### Wiring by layer, run 1

The bar under the picture is 100 um long.
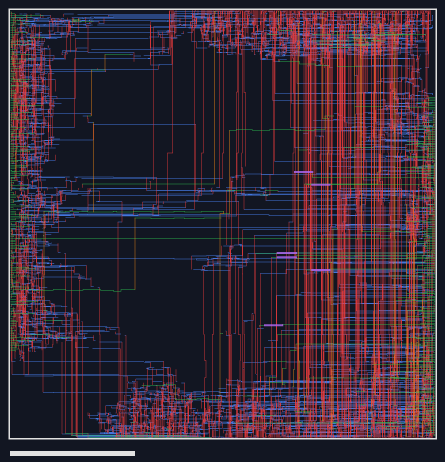
### Register map, names as in the netlist, run 1

The bar under the picture is 100 um long.
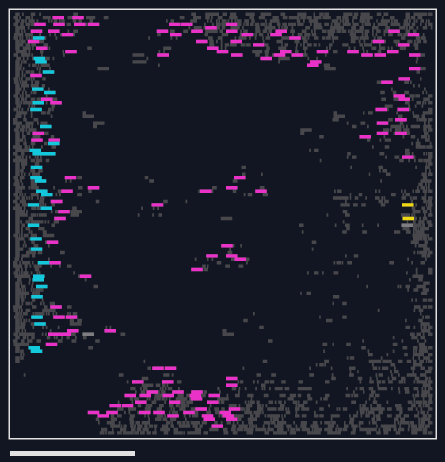
### Nets reached from selected ports, run 1

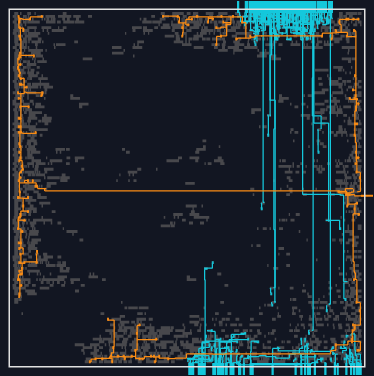
File: config.mk
export PLATFORM = sky130hd
export DESIGN_NAME = mem_bus_arbiter
export DESIGN_NICKNAME = d
export VERILOG_FILES = /design/src/rtl/mem_bus_arbiter.sv
export SDC_FILE = /design/constraint.sdc
export NUM_CORES = 1
export LEC_CHECK = 0
export ABC_AREA = 1
export CAP_MARGIN = 20
export CORE_AREA = 2 2 338 340
export DETAILED_ROUTE_END_ITERATION = 8
export DIE_AREA = 0 0 340 342
export SYNTH_ARGS = -nofsm -noshare
export SYNTH_HDL_FRONTEND = slang
export SYNTH_SLANG_ARGS = --single-unit
File: constraint.sdc
create_clock -name i_clk -period 21.1 [get_ports i_clk]
set_clock_uncertainty 0.05 [all_clocks]
set_input_delay 5.275 -clock i_clk [delete_from_list [all_inputs] [get_ports i_clk]]
set_output_delay 5.275 -clock i_clk [all_outputs]
set_load 0.01 [all_outputs]
File: src/rtl/mem_bus_arbiter.sv
// Two-port (instruction/data) arbiter onto a single memory bus, one transaction in flight.
// Optional build macro ARB_ROUND_ROBIN_EN: ties alternate; otherwise the data port wins ties.
module mem_bus_arbiter #(
   parameter int ADDR_W = 32,
   parameter int DATA_W = 128
) (
   input  logic              i_clk,
   input  logic              i_rst,
   input  logic              i_c0_req_valid,
   output logic              o_c0_req_ready,
   input  logic              i_c0_req_we,
   input  logic [ADDR_W-1:0] i_c0_req_addr,
   input  logic [DATA_W-1:0] i_c0_req_data,
   output logic              o_c0_resp_ack,
   output logic [DATA_W-1:0] o_c0_resp_data,
   input  logic              i_c1_req_valid,
   output logic              o_c1_req_ready,
   input  logic              i_c1_req_we,
   input  logic [ADDR_W-1:0] i_c1_req_addr,
   input  logic [DATA_W-1:0] i_c1_req_data,
   output logic              o_c1_resp_ack,
   output logic [DATA_W-1:0] o_c1_resp_data,
   output logic              o_m_req_valid,
   output logic              o_m_req_we,
   output logic [ADDR_W-1:0] o_m_req_addr,
   output logic [DATA_W-1:0] o_m_req_data,
   input  logic              i_m_req_ready,
   input  logic              i_m_resp_ack,
   input  logic [DATA_W-1:0] i_m_resp_data,
   output logic              o_busy
);

   typedef enum logic [1:0] {S_IDLE, S_REQ, S_RESP} state_t;

   state_t            r_state;
   state_t            w_next;
   logic              r_we;
   logic [ADDR_W-1:0] r_addr;
   logic [DATA_W-1:0] r_data;
   logic              r_winner;
   logic              w_any;
   logic              w_win;
   logic              w_grant;

   assign w_any   = i_c0_req_valid | i_c1_req_valid;
   assign w_grant = (r_state == S_IDLE) && w_any;

`ifdef ARB_ROUND_ROBIN_EN
   // Last-granted port; resets to 1 so the first tie goes to port 0.
   logic r_last;

   always_ff @(posedge i_clk or posedge i_rst) begin
      if (i_rst)        r_last <= 1'b1;
      else if (w_grant) r_last <= w_win;
   end

   assign w_win = (i_c0_req_valid && i_c1_req_valid) ? ~r_last : i_c1_req_valid;
`else
   assign w_win = i_c1_req_valid;
`endif

   always_ff @(posedge i_clk or posedge i_rst) begin
      if (i_rst) r_state <= S_IDLE;
      else       r_state <= w_next;
   end

   always_ff @(posedge i_clk or posedge i_rst) begin
      if (i_rst) begin
         r_we     <= 1'b0;
         r_addr   <= '0;
         r_data   <= '0;
         r_winner <= 1'b0;
      end else if (w_grant) begin
         r_we     <= w_win ? i_c1_req_we   : i_c0_req_we;
         r_addr   <= w_win ? i_c1_req_addr : i_c0_req_addr;
         r_data   <= w_win ? i_c1_req_data : i_c0_req_data;
         r_winner <= w_win;
      end
   end

   always_comb begin
      w_next = r_state;
      case (r_state)
         S_IDLE:  if (w_any)         w_next = S_REQ;
         S_REQ:   if (i_m_req_ready) w_next = S_RESP;
         S_RESP:  if (i_m_resp_ack)  w_next = S_IDLE;
         default:                    w_next = S_IDLE;
      endcase
   end

   // Ready is gated by reset so every output is low while reset is held.
   always_comb begin
      o_c0_req_ready = 1'b0;
      o_c1_req_ready = 1'b0;
      o_c0_resp_ack  = 1'b0;
      o_c1_resp_ack  = 1'b0;
      o_c0_resp_data = '0;
      o_c1_resp_data = '0;
      o_m_req_valid  = 1'b0;
      case (r_state)
         S_IDLE: begin
            if (w_any && !i_rst) begin
               o_c0_req_ready = ~w_win;
               o_c1_req_ready = w_win;
            end
         end
         S_REQ:  o_m_req_valid = 1'b1;
         S_RESP: begin
            if (i_m_resp_ack) begin
               if (r_winner) begin
                  o_c1_resp_ack  = 1'b1;
                  o_c1_resp_data = i_m_resp_data;
               end else begin
                  o_c0_resp_ack  = 1'b1;
                  o_c0_resp_data = i_m_resp_data;
               end
            end
         end
         default: ;
      endcase
   end

   assign o_m_req_we   = r_we;
   assign o_m_req_addr = r_addr;
   assign o_m_req_data = r_data;
   assign o_busy       = (r_state != S_IDLE);

endmodule

==> run_summary.xml, run 1 <==
<?xml version="1.0" encoding="UTF-8"?>
<metrics>
  <group name="status">
    <metric name="result_of_the_run" unit="">completed</metric>
  </group>
  <group name="drt">
    <metric name="drt_iter0_drc" unit="">630</metric>
    <metric name="routed_wl" unit="um">97900</metric>
    <metric name="num_vias" unit="">13200</metric>
  </group>
  <group name="clocking">
    <metric name="post_cts_clock_slew_at_the_launch_and_capture_registers_of_the_worst_setup_and_hold_paths" unit="ns">0.07</metric>
    <metric name="cts.hold.buffers_added" unit="">0</metric>
    <metric name="post_cts_resized" unit="">0</metric>
  </group>
  <group name="critical_path">
    <metric name="critPathSlowestCell" unit="">sky130_fd_sc_hd__nand3_4</metric>
    <metric name="beginning_of_the_critical_path" unit="">i_m_resp_ack</metric>
    <metric name="critical_path.top_delay_family" unit="">buffers and inverters</metric>
    <metric name="crit-reg2reg-capture" unit="">o_m_req_addr[15]</metric>
    <metric name="worst-path-stages" unit="">5</metric>
    <metric name="cp_data_arrival_time" unit="ns">7.98</metric>
    <metric name="critical_path_required" unit="ns">15.78</metric>
    <metric name="critical_path.cell_chain" unit="">clkdlybuf4s50_1, nand3_4, buf_4, nor2_1, clkdlybuf4s50_1</metric>
    <metric name="timing.critical_path.buf_inv" unit="">3</metric>
  </group>
  <group name="grt">
    <metric name="global_route.peak_usage_layer" unit="">met2</metric>
    <metric name="grt_start_max_net_pins" unit="">162</metric>
    <metric name="gr-usage-met2" unit="%">31.7</metric>
    <metric name="number_of_global_route_vias_before_repair" unit="">12700</metric>
  </group>
  <group name="pwr">
    <metric name="cellPowerDensity" unit="nW/um^2">95.0</metric>
    <metric name="p_total" unit="mW">1.97</metric>
    <metric name="worst_ir_drop_vdd" unit="mV">0.0682</metric>
  </group>
  <group name="synthesis">
    <metric name="compound_area_share" unit="%">0.100</metric>
    <metric name="synthesized_chip_area_reported_by_yosys" unit="sq um">10000</metric>
    <metric name="synthTopLogicFamily" unit="">simple AND/OR/NAND/NOR gates</metric>
    <metric name="synth.avg_cell_area" unit="sq um">6.09</metric>
    <metric name="async_flop_share" unit="%">100</metric>
    <metric name="ys_top_cells_by_count" unit="">972 x sky130_fd_sc_hd__nand2_1, 261 x sky130_fd_sc_hd__nor2_1, 164 x sky130_fd_sc_hd__dfrtp_1, 135 x sky130_fd_sc_hd__inv_1, 35 x sky130_fd_sc_hd__buf_2</metric>
    <metric name="yosys.stat.seqShare" unit="%">41.0</metric>
    <metric name="synth_cell_types" unit="">16</metric>
    <metric name="synth_simple_gate_area_share" unit="%">46.7</metric>
    <metric name="synth_area_leader_cell" unit="">sky130_fd_sc_hd__dfrtp_1</metric>
    <metric name="count_of_flip_flops_with_a_built_in_enable_after_synthesis" unit="">0</metric>
  </group>
  <group name="timing">
    <metric name="max_slew.worst_pin.slew" unit="ns">1.23</metric>
    <metric name="hold_viol" unit="">0</metric>
    <metric name="rsz0062_at_grt" unit="">no</metric>
    <metric name="timing.fmax" unit="MHz">75.1</metric>
  </group>
  <group name="final_layout">
    <metric name="flop-count" unit="">164</metric>
    <metric name="final_cell_area" unit="sq um">20800</metric>
    <metric name="clock_tree_cell_share_of_total_cell_area" unit="%">2.77</metric>
    <metric name="logic_gates" unit="">1241</metric>
    <metric name="layout.nonclk_buf_share" unit="%">43.0</metric>
  </group>
  <group name="min_path">
    <metric name="worstHoldPathCells" unit="">2</metric>
  </group>
  <group name="floorplan">
    <metric name="num_io_pins" unit="">879</metric>
    <metric name="taps" unit="">1512</metric>
  </group>
  <group name="placed_design">
    <metric name="detailedPlace.worstSlack" unit="ns">7.79</metric>
  </group>
</metrics>
About 'Wiring by layer':
[M4] orange | wire length: 4,050 um
[M3] green | wire length: 6,410 um
[M2] red | wire length: 53.2 mm
[M1] blue | wire length: 34.2 mm
[M5] purple | wire length: 84.6 um

About 'Register map, names as in the netlist':
[`o_m_req_addr`] cyan | placed flops: 32
[`o_m_req_data`] magenta | placed flops: 128 | where: widely spread
[`r_state`] yellow | placed flops: 2

About 'Nets reached from selected ports':
[`o_c1_resp_data`] cyan | direction: output | end cells: 128 | wire: 5,130 um
[`i_c1_req_valid`] orange | direction: input | end cells: 164 | wire: 2,050 um

==> run 1: power groups by stage <==
| stage | sequential, mW | combinational, mW | clock (mW) |
|---|---|---|---|
| global placement | 0.544 | 1.11 | 0 |
| finish | 0.546 | 1.09 | 0.341 |
| global route | 0.564 | 1.17 | 0.370 |
| detailed placement | 0.548 | 1.11 | 0 |
| floorplan | 0.611 | 0.353 | 0 |
| CTS | 0.546 | 1.12 | 0.362 |
==> run 1: registers in the layout (all words and copies together) (netlist names) <==
signal        flops
o_m_req_addr     32
o_m_req_data    128
o_m_req_we        1
r_state           2
r_winner          1
==> run 1: per-layer routing <==
layer / routed length, um / part of all wire (%)
met5: 84 / 0.086
met4: 4050 / 4.1
met3: 6410 / 6.5
met2: 53200 / 54
met1: 34200 / 35
### Cell sizes after repair, run 1

The bar under the picture is 100 um long.
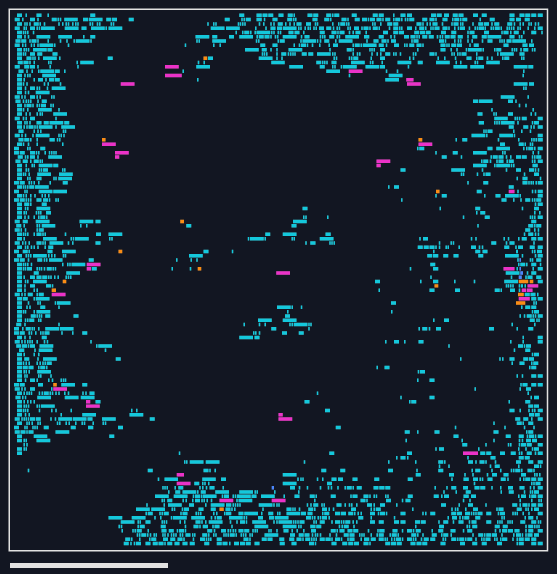

--- run 2 (diff from run 1) ---
- clock period: 21.1 -> 13.7 ns (I/O delays scaled with it)
### Cell sizes after repair, run 2

The bar under the picture is 100 um long.
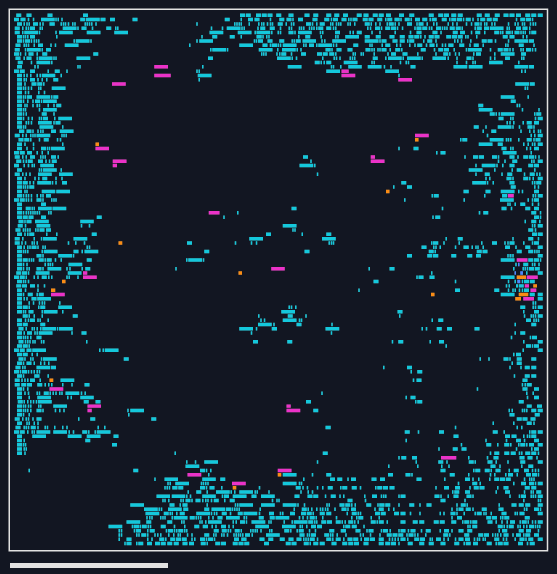
[x3 and x4] orange | cells: 15
[x6 and larger] magenta | cells: 32
[x2] blue | cells: 4
[x1 and smaller] cyan | cells: 2,412

### Register map, names as in the netlist, run 2

The bar under the picture is 100 um long.
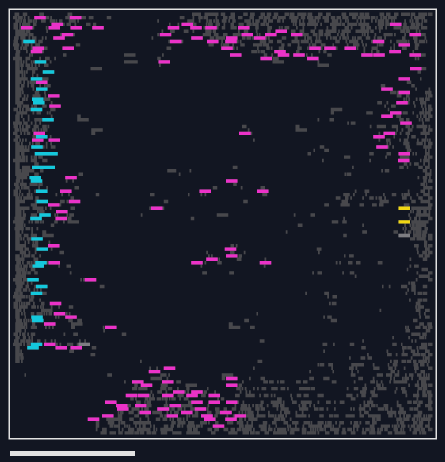
[`r_state`] yellow | placed flops: 2
[`o_m_req_data`] magenta | placed flops: 128 | where: widely spread
[`o_m_req_addr`] cyan | placed flops: 32
not coloured: 2

==> run 2 against run 1 <==
First-iteration DRC count fell by 9.2%. Setup slack got worse by 3.7 ns. Sequential power grew 54%. Final cell count is the same. Highest routed layer unchanged.
==> run_summary.xml, run 2 <==
<?xml version="1.0" encoding="UTF-8"?>
<metrics>
  <group name="pwr">
    <metric name="dominant_power_group" unit="">combinational cells</metric>
    <metric name="cellPowerDensity" unit="nW/um^2">146</metric>
    <metric name="p_total" unit="mW">3.03</metric>
    <metric name="seq-power" unit="mW">0.839</metric>
  </group>
  <group name="synthesis">
    <metric name="synth_simple_gate_area_share" unit="%">46.7</metric>
    <metric name="synthesized_chip_area_reported_by_yosys" unit="sq um">10000</metric>
    <metric name="ys_top_cells_by_count" unit="">972 x sky130_fd_sc_hd__nand2_1, 261 x sky130_fd_sc_hd__nor2_1, 164 x sky130_fd_sc_hd__dfrtp_1, 135 x sky130_fd_sc_hd__inv_1, 35 x sky130_fd_sc_hd__buf_2</metric>
    <metric name="synth_cell_types" unit="">16</metric>
    <metric name="synthTopLogicFamily" unit="">simple AND/OR/NAND/NOR gates</metric>
    <metric name="synth_area_leader_cell" unit="">sky130_fd_sc_hd__dfrtp_1</metric>
    <metric name="compound_area_share" unit="%">0.100</metric>
  </group>
  <group name="clocking">
    <metric name="post_cts_resized" unit="">0</metric>
    <metric name="cts.hold.buffers_added" unit="">0</metric>
  </group>
  <group name="drt">
    <metric name="routed_wl" unit="um">97900</metric>
  </group>
  <group name="placed_design">
    <metric name="detailedPlace.worstSlack" unit="ns">4.10</metric>
  </group>
  <group name="critical_path">
    <metric name="critical_path.cell_chain" unit="">clkdlybuf4s50_1, nand3_4, buf_4, nor2_1, clkdlybuf4s50_1</metric>
    <metric name="crit-reg2reg-capture" unit="">o_m_req_addr[15]</metric>
    <metric name="critical_path.top_delay_family" unit="">buffers and inverters</metric>
    <metric name="timing.critical_path.buf_inv" unit="">3</metric>
    <metric name="worst-path-stages" unit="">5</metric>
  </group>
  <group name="status">
    <metric name="result_of_the_run" unit="">completed</metric>
  </group>
  <group name="timing">
    <metric name="timing.fmax" unit="MHz">104</metric>
    <metric name="max_slew.worst_pin.slew" unit="ns">1.24</metric>
  </group>
</metrics>
## run 2: cell type report
| class | count | area, sq um | share of cell area (%) |
|---|---|---|---|
| Antenna cell | 11 | 27.5 | 0.133 |
| Clock buffer | 20 | 447 | 2.15 |
| Clock inverter | 12 | 120 | 0.579 |
| Inverter | 138 | 531 | 2.56 |
| Multi-Input combinational cell | 1241 | 4720 | 22.7 |
| Sequential cell | 164 | 4100 | 19.8 |
| Tap cell | 1512 | 1890 | 9.11 |
| Timing Repair Buffer | 888 | 8920 | 43.0 |
## run 2: layer usage
layer / vias up / GRT usage, % / routed length (um)
li1: 6360 / - / -
met1: 6093 / 15.9 / 34000
met2: 577 / 32.1 / 53900
met3: 98 / 4.74 / 6390
met4: 18 / 5.49 / 3450
met5: - / 0 / 118
No activity file was given, so power comes from the tool's default toggle rates.
